**src/rtl/memory_arbiter.sv**
```systemverilog
// Single-port RAM arbiter between an instruction fetch port and a data port.
// Data requests win; every access is latched, timed out, and acknowledged by a one-cycle hit.
module memory_arbiter #(
  parameter int TIMEOUT = 15,
  parameter int TCW     = 8
) (
  input  logic        CLK,
  input  logic        nRST,
  input  logic        iREN,
  input  logic [31:0] iaddr,
  output logic        ihit,
  output logic [31:0] iload,
  input  logic        dREN,
  input  logic        dWEN,
  input  logic [31:0] daddr,
  input  logic [31:0] dstore,
  output logic        dhit,
  output logic [31:0] dload,
  output logic        ramREN,
  output logic        ramWEN,
  output logic [31:0] ramaddr,
  output logic [31:0] ramstore,
  input  logic [31:0] ramload,
  input  logic        ram_ready,
  output logic        err
);

  typedef enum logic [2:0] {IDLE, IACC, DACC, HIT, ERR} state_t;

  localparam logic [TCW-1:0] TMAX = TCW'(TIMEOUT);

  state_t         state, state_nxt;
  logic [31:0]    addr_q, store_q;
  logic           wsel_q;   // latched write-select for the current data access
  logic           dsel_q;   // current access belongs to the data port
  logic           held_q;   // requester kept its request up for the whole access
  logic [TCW-1:0] cnt_q;
  logic [TCW-1:0] cnt_inc;
  logic           req_now;

  assign cnt_inc  = cnt_q + TCW'(1);
  assign req_now  = dsel_q ? (dREN | dWEN) : iREN;
  assign ramaddr  = addr_q;
  assign ramstore = store_q;

  always_ff @(posedge CLK or negedge nRST) begin
    if (!nRST) begin
      state <= IDLE;
    end else begin
      state <= state_nxt;
    end
  end

  // NOTE: every output of this combinational block gets a default before the case,
  // so no path leaves a signal unassigned and no latch is inferred.
  always_comb begin
    state_nxt = state;
    ramREN    = 1'b0;
    ramWEN    = 1'b0;
    ihit      = 1'b0;
    dhit      = 1'b0;
    err       = 1'b0;
    case (state)
      IDLE: begin
        if (dREN || dWEN) begin
          state_nxt = DACC;
        end else if (iREN) begin
          state_nxt = IACC;
        end
      end
      IACC, DACC: begin
        if (state == IACC) begin
          ramREN = 1'b1;
        end else begin
          ramWEN = wsel_q;
          ramREN = ~wsel_q;
        end
        if (ram_ready) begin
          state_nxt = HIT;
        end else if (cnt_inc == TMAX) begin
          state_nxt = ERR;
        end
      end
      HIT: begin
        ihit      = held_q & ~dsel_q;
        dhit      = held_q & dsel_q;
        state_nxt = IDLE;
      end
      ERR: begin
        err = 1'b1;
      end
      default: state_nxt = IDLE;
    endcase
  end

  // NOTE: all datapath registers are cleared by reset so the RAM-side outputs and
  // load registers read zero immediately when nRST falls.
  always_ff @(posedge CLK or negedge nRST) begin
    if (!nRST) begin
      addr_q  <= '0;
      store_q <= '0;
      wsel_q  <= 1'b0;
      dsel_q  <= 1'b0;
      held_q  <= 1'b0;
      cnt_q   <= '0;
      iload   <= '0;
      dload   <= '0;
    end else begin
      case (state)
        IDLE: begin
          if (dREN || dWEN) begin
            addr_q  <= daddr;
            store_q <= dstore;
            wsel_q  <= dWEN;
            dsel_q  <= 1'b1;
            held_q  <= 1'b1;
            cnt_q   <= '0;
          end else if (iREN) begin
            addr_q  <= iaddr;
            wsel_q  <= 1'b0;
            dsel_q  <= 1'b0;
            held_q  <= 1'b1;
            cnt_q   <= '0;
          end
        end
        IACC, DACC: begin
          // A withdrawn request still finishes on the RAM; only the hit is dropped.
          held_q <= held_q & req_now;
          if (ram_ready) begin
            if (state == IACC) begin
              iload <= ramload;
            end else if (!wsel_q) begin
              dload <= ramload;
            end
          end else begin
            cnt_q <= cnt_inc;
          end
        end
        default: ;
      endcase
    end
  end

endmodule

```
**config.mk**
```make
export PLATFORM = sky130hd
export DESIGN_NAME = memory_arbiter
export DESIGN_NICKNAME = d
export VERILOG_FILES = /design/src/rtl/memory_arbiter.sv
export SDC_FILE = /design/constraint.sdc
export NUM_CORES = 1
export LEC_CHECK = 0
export CORE_ASPECT_RATIO = 1.5
export CORE_MARGIN = 3
export CORE_UTILIZATION = 23
export DETAILED_ROUTE_END_ITERATION = 16
export MAX_ROUTING_LAYER = met4
export PLACE_DENSITY = 0.59
export SYNTH_ARGS = -nofsm -noshare
export SYNTH_HDL_FRONTEND = slang
export SYNTH_SLANG_ARGS = --single-unit
export TNS_END_PERCENT = 100
```
**constraint.sdc**
```tcl
create_clock -name CLK -period 1.9 [get_ports CLK]
set_clock_uncertainty 0.2 [all_clocks]
set_input_delay 0.285 -clock CLK [delete_from_list [all_inputs] [get_ports CLK]]
set_output_delay 0.285 -clock CLK [all_outputs]
set_load 0.05 [all_outputs]
```
Fig. 1: run 1, where the registers sit
Bar = 50 um. Other sequential cells in the stronger gray, the rest of the logic in the fainter gray.
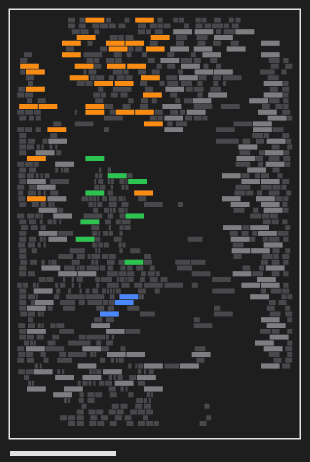
Key: blue = state [flops 3]; orange = ramstore [flops 32]; green = cnt_q [flops 8]
Another 99 sequential cells are not colored.
Finished Core Util: 0.406
Reg area: 3550 um2

Fig. 2: run 1, placement by cell class
Bar = 50 um.
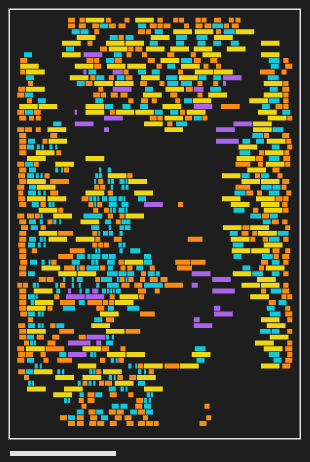
Key: cyan = remaining logic cells [cells 281]; yellow = registers [cells 142]; orange = remaining buffers and delay cells [cells 332]; purple = clock drivers and dummy loads [cells 32]
fin area: 10200 um2
placement row count: 71
core box area: 25100 um2
share of the final layout cell area in sequential cells: 0.348

==> design notes, run 1 <==
The x dimension of the die was 137 um; the area of the chip was 27600 um2. The type of origin of the critical path was a flip-flop. For this design the static power due to leakage is 4.62 nW. With the total cell area at the placement stage at 9100 um2, the total length of routed met2 wires is 9840 um. The global routing usage on met3 was 0.0356. The final max-slew violation count is 0. With the clock-cell share of area at 0.0599, the final clock period utilization by the worst path is 1.05.

The vertical die dimension came out at 202 um. The number of global-route vias before repair is 4794. The multi-input combinational cells in the finished layout cover a total of 2480 um2. In the power breakdown, the internal column shows 11.2 mW. The cell area after synthesis is 5890 um2, and the achievable frequency is 0.501 GHz.

Per the layout report, the design carries 332 non-clock buffers. The required arrival time at the worst endpoint was 2.00 ns. The run gives 0.42 ns for the delay contributed by the slowest stage of the critical path. The synthesized netlist net count is 583, and the power spent charging and discharging nets is 9.60 mW. The first global-routing pass estimated 25800 um of wire. In this run, synthesis produced a sequential element count of 142. The timing report lists the critical path depth as 6 cells. The run gives 4710 for the total via count after detailed routing. The run gives 910 for the post-layout net count. The post-route report lists met1 wire length as 6550 um. The worst-case reg-to-reg setup slack stands at -0.1 ns. The run gives 0 for the final count of hold timing violations. The first detailed-routing pass took 4 iterations. The post-synthesis share of cell area spent on full adders, half adders and majority gates was 0.00425.

The most frequent cell after synthesis was dfrtp_1. Entering global routing, the biggest net connects 44 pins. The count of tool warnings is 30, and the antenna diode count is 0. According to the cell report, the number of logic gates is 279. The logs give 0.687 for the headroom to the max-slew limit and 1150 um for the routed wire length on met3.

The worst-case IR drop observed on VDD is 0.799 mV. Multiplexer area fraction after synthesis: 0.246. The run gives 267 as the number of placed I/O pins.

Synthesis produced 447 cells. Prior to clock tree synthesis, the placed netlist has a worst setup slack of -0.274 ns. In this run the critical register-to-register path is captured at state[0].

The detail route stage leaves a number of antenna-violating nets equal to 0. The average instance area after synthesis is 13.2 um2. Combinational cell fraction of total power: 0.578.

Summing internal, switching and leakage power gives 20.8 mW. The sequential cell count was 142; the sequential-cell power consumption was 5.29 mW. The count of hold-fix buffers inserted at cts was 1; the final tally of setup violations was 31.

The total routed wirelength is 17900 um, and the total number of tap cells is 328. Clock insertion delay at the later pin of the skew report: 0.42 ns. The share of Yosys cell area claimed by the top area cell type was 0.603. The largest power group is combinational cells. The tools report the number of antenna violations at the first check in global routing as 0. Setup repair after global routing could not meet its margin everywhere. The synth_stat.txt file lists the number of cells as 447.

The run gives 0.166 ns for the final hold slack. The final critical-path required period came out at 2.00 ns. The most used flip-flop cell after synthesis is dfrtp_1.

The first element of the critical path is cnt_q[0]. The number of H-tree levels is 4. Per STA, the worst path accumulates the most delay in the family AND-OR/OR-AND gates. The simple-gate portion of the synthesized area is 0.0665.

The script parses the final routing iteration and logs DRC violations as 0. Setup TNS after final layout: -1.00 ns. The tools report the clock network power as 3.49 mW. Grouping non-sequential cells by family puts the most area in multiplexers. Across the run, the number of max-cap violations was 0. The category of the most critical setup path was reg2reg. In this run the critical path is formed by ha_4 -> and4_4 -> mux2i_1 -> a22o_1 -> a32o_2 -> mux2_4. Dividing total power by cell area gives a power density of 2030 nW/um2. The count of flip-flops with a built-in enable after synthesis was 0; the final weighted congestion in routability-driven placement was 0.801.

For the first-iteration detailed-routing DRC count, the log shows 194. For reference, the top cells by area after synthesis are dfrtp_1 60%, mux2_2 18%, mux2i_1 5.8%. The area share of buffers outside the clock network is 0.309, and the clock tree buffer depth is 2. For the setup slack after layout, the log shows -0.0963 ns. The checks that failed: setup timing. STA lists the startpoint of the worst register-to-register path as cnt_q[0]. The share of the final layout cell area in multi-input gates was 0.243. The most common logic cells in the final layout are 167 x buf_4, 142 x dfrtp_1, 132 x clkdlybuf4s50_1.

The power share of the sequential group is 0.254, and the number of buffer and inverter instances along the worst setup path is 0. TritonCTS created 17 clock buffers. The detailed placer reported the number of placed instances as 1062. The run finished, with violations left.

The slowest stage of the critical path belongs to the cell dfrtp_1. Leaving out filler cells and counting taps, the final layout contains 1115. The stat command in Yosys gives a chip area of 5890 um2. In the routed layout, each cell is associated on average with a via count of 4.22. Leaving out fill and tap cells, the most frequent cell in the layout is buf_4. Post-DP HPWL: 12700 um.

Yosys mapped the design onto 42 distinct sky130hd cell types. The final routed wire length divided by cell count came out at 16.0 um. Sorting the Yosys area breakdown by cell type puts at the top dfrtp_1.

The root buffer cell is clkbuf_16. With the XOR/XNOR share of the synthesized area at 0.00297, the synthesized-area fraction occupied by ao, oa, aoi and oai cells is 0.0552. According to the hold report, the worst path is of the in2async type. The switching share of power works out to 0.462. Sorting the synthesized cells by how often they occur yields 142 x dfrtp_1, 96 x mux2_2, 48 x nand2_1. Ratio of cells with drive above 1 in the final layout: 0.457. The run gives 2.10 ns as the data arrival time at the worst-slack endpoint. Per STA, the endpoint of the critical path is state[0].

The registers of the reported paths see a clock transition of 0.06 ns. Ranked by total area, the top cell class in this layout is registers. As logged by OpenROAD, the buffers inserted on ports number 266. Looking at the max-slew report, the worst-margin pin has a slew of 0.469 ns. The tools report the fraction of power consumed by the clock network as 0.168. STA classifies the critical path endpoint as a flip-flop. For the worst flop-to-flop path, the logic depth is 6. With the global route total overflow at 0, the starting utilization of the core area is 0.234. The non-clock inverter total of the final layout is 2. The sequential area share after synthesis is 0.603, and the relative area change from synthesis to final layout is 73.5%. The report shows a maximum critical-path fanout of 3.

The filler cells instantiated in the layout total 2405. The tree built by TritonCTS fans out to 142 sinks. After detailed routing, no signal wire sits above met4. TritonCTS built the clock tree. With the number of buffers inserted to repair setup after CTS at 11, the number of synthesis warnings is 0.

With the total of cells resized after clock tree synthesis at 19, the power dissipated in combinational cells is 12.0 mW. With the proportion of register bits with asynchronous set or reset after synthesis at 1.00, the count of clock buffers in the final design is 20.
Fig. 3: run 1, routing congestion
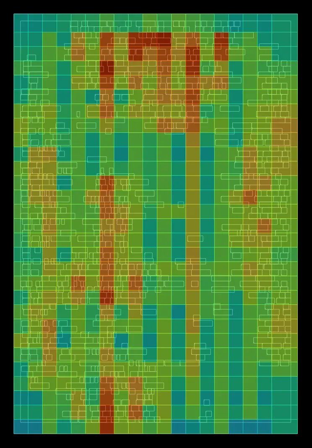
routing layer with the top usage in global route: met2
GRT Util Overall: 0.126
GR met1 Demand/Resource: 0.129
GR met2 Demand/Resource: 0.225

## Run 2: what changed since run 1
--- a/config.mk
+++ b/config.mk
@@ -5,12 +5,15 @@
 export SDC_FILE = /design/constraint.sdc
 export NUM_CORES = 1
 export LEC_CHECK = 0
+export ABC_AREA = 1
+export CELL_PAD_IN_SITES_DETAIL_PLACEMENT = 2
+export CELL_PAD_IN_SITES_GLOBAL_PLACEMENT = 2
 export CORE_ASPECT_RATIO = 1.5
 export CORE_MARGIN = 3
-export CORE_UTILIZATION = 23
+export CORE_UTILIZATION = 22
 export DETAILED_ROUTE_END_ITERATION = 16
 export MAX_ROUTING_LAYER = met4
-export PLACE_DENSITY = 0.59
+export PLACE_DENSITY = 0.85
 export SYNTH_ARGS = -nofsm -noshare
 export SYNTH_HDL_FRONTEND = slang
 export SYNTH_SLANG_ARGS = --single-unit
==> run 2 against run 1 <==
  * The flow still finishes with violations (setup timing)
  * Synthesized cell count up 30%
  * Sequential power is 43% lower
  * Combinational power fell by 96%
  * Sequential share of layout area rose by 2.1 points
  * Critical path type is now reg2out
  * Critical endpoint is now err
  * Largest cell class unchanged
==> design notes, run 2 <==
The flow ran to the end, but the final reports show violations. The checks that failed: setup timing. The critical path goes through nor2_4 -> inv_4 -> buf_4 -> nor2_4 -> buf_12. The count of hold-fix buffers inserted at cts is 1, and the clock insertion delay at the later pin of the skew report is 0.42 ns. The highest metal layer carrying signal wires in the routed design is met4. The data arrival time at the worst-slack endpoint was 1.49 ns. The total number of multi-input combinational cells is 356, and the final clock period utilization by the worst path is 1.04. The tools report the pin count of the biggest net entering global routing as 65. The internal portion of total power is 5.16 mW. The run gives 0.153 as the all-layer global routing usage. For the number of H-tree levels, the log shows 4. The run gives 0.563 mV for the worst-case vdd ir drop. For the power share of the sequential group, the log shows 0.450.

The required arrival time at the worst endpoint is 1.41 ns, and the number of I/O port buffers is 266. The cell area after synthesis is 5860 um2. The category of the most critical setup path is reg2out. In the final layout, excluding clock inverters the inverter count is 55. Counting flops with a built-in enable in the synthesized netlist gives 0. The final weighted congestion in routability-driven placement was 0.779.

The clock network power reported by the tool is 3.23 mW. A synthesized cell averages 10.1 um2. The largest single stage delay on the critical path is 0.47 ns. According to the finish report, the design has a final net count of 1012. The count of buffers not belonging to the clock network in the layout is 304. The tightest min-delay check is of the in2async type. The count of nets left with antenna violations once routing finished came out at 0. For this run the aggregate overflow at the end of global routing stands at 0.

The synthesized-area fraction occupied by ao, oa, aoi and oai cells came out at 0.0875. Dominant kind of cell: registers. The run gives 5 for the total number of cells along the worst setup path. For this design the top-level I/O count stands at 267. In this run, the number of DRC markers left after iteration 0 of detailed routing was 132. The power spent charging and discharging nets was 1.59 mW.

The report lists the power per cell area as 699 nW/um2. The cell type that accounts for the most area after synthesis is dfrtp_1. The antenna diode count is 1, and the pin slew with the least headroom to its limit is 0.565 ns.

The tools report the power dissipated in combinational cells as 481 uW. The highest-delay cell along the critical path is dfrtp_2. After technology mapping, the gate count stands at 579. The run gives 0.0576 for the clock-cell share of area. The run gives 28700 um2 as the area of the chip. The x dimension of the die is 139 um, and the routed wire length on met3 is 1070 um. The number of global-route vias before repair came out at 6111. Once the clock tree was built, the resizer swapped 21 gates to a different size. The run gives 579 for the number of cell instances after yosys synthesis.

In the layout the commonest cells are 154 x buf_4, 139 x dfrtp_1, 132 x clkdlybuf4s50_1. The run gives 0 ns as the worst-case register-to-register setup slack. Yosys reports a chip area of 5860 um2. STA lists the maximum fanout along the critical path as 4. Including well taps, the total number of placed cells is 1177. The endpoint of the worst setup timing path was err. The run gives 0.07 ns for the clock edge transition at the registers on the reported setup and hold paths. The final tally of setup violations was 6; the total length of routed met2 wires was 12900 um. The detailed router reported a total wirelength of 22700 um. For this run, the top clock speed supported by timing is 0.506 GHz. The ratio of cells with drive above 1 in the final layout came out at 0.320. The total routed wire length on the met1 layer came out at 8140 um. The final count of hold timing violations was 0; the post-DP HPWL was 16800 um.

The setup slack after layout came out at -0.0760 ns. The routed design could run at a clock period as short as 1.98 ns. Count of distinct cell types in the synthesized netlist: 27. The tools report the wire length of the first global-routing pass as 33600 um. For the headroom to the max-slew limit, the log shows 0.623. TritonCTS built the clock tree.

The flip-flop cell with the highest count after synthesis is dfrtp_1. The tools report the type of element capturing the critical path as a primary output. The sequential cell count came out at 142. The worst register-to-register path begins at state[0]. The largest power group was the clock network.

Leaving out filler cells and counting taps, the final layout contains 1222. Per the detail_route report, the via count comes to 5423. Relative to the synthesized area, the layout overhead comes to 64.6%. The tools report the type of origin of the critical path as a flip-flop. The area share of buffers outside the clock network is 0.293.

The run gives 0.0363 for the global routing usage on met3. Peak-usage layer in the global routing report: met2. Number of buffer and inverter instances along the worst setup path: 3. Summing internal, switching and leakage power gives 6.75 mW. The share of the final layout cell area in multi-input gates came out at 0.215. From bottom edge to top edge, the die measures 206 um. CTS saw 142 sinks.

The total number of tap cells came out at 333. The tool warning count for the run is 29. The fraction of power consumed by the clock network is 0.478.

For the sequential area share after synthesis, the log shows 0.606. Looking at the gate-level netlist, the highest instance count belongs to dfrtp_1. Combinational cell fraction of total power: 0.071. In this run the worst setup path begins at state[1]. The tools report the final max-slew violation count as 0. The run gives 715 as the synthesized netlist net count. In the final timing run, aggregate negative setup slack is -0.276 ns. The XOR/XNOR share of the synthesized area is 0.00149, and the met1 layer usage reported by global route is 0.158. The number of cell instances on the worst register-to-register path is 9.
Fig. 4: run 2, where the registers sit
Bar = 50 um. Other sequential cells in the stronger gray, the rest of the logic in the fainter gray.
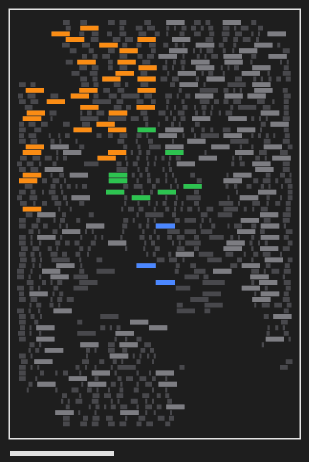
Key: blue = state [flops 3]; orange = ramstore [flops 32]; green = cnt_q [flops 8, where center]
Another 99 sequential cells are not colored.
Reg area: 3560 um2
Finished Core Util: 0.371
power of the sequential group: 3.04 mW
share of the final layout cell area in sequential cells: 0.369

Fig. 5: run 2, placement by cell class
Bar = 50 um.
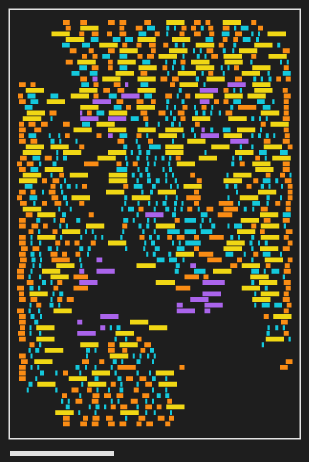
Key: orange = remaining buffers and delay cells [cells 304]; purple = clock drivers and dummy loads [cells 31]; cyan = remaining logic cells [cells 411]; yellow = registers [cells 142]
placement row count: 72
core box area: 26000 um2
fin area: 9650 um2

Power and IR drop assume default switching activity.
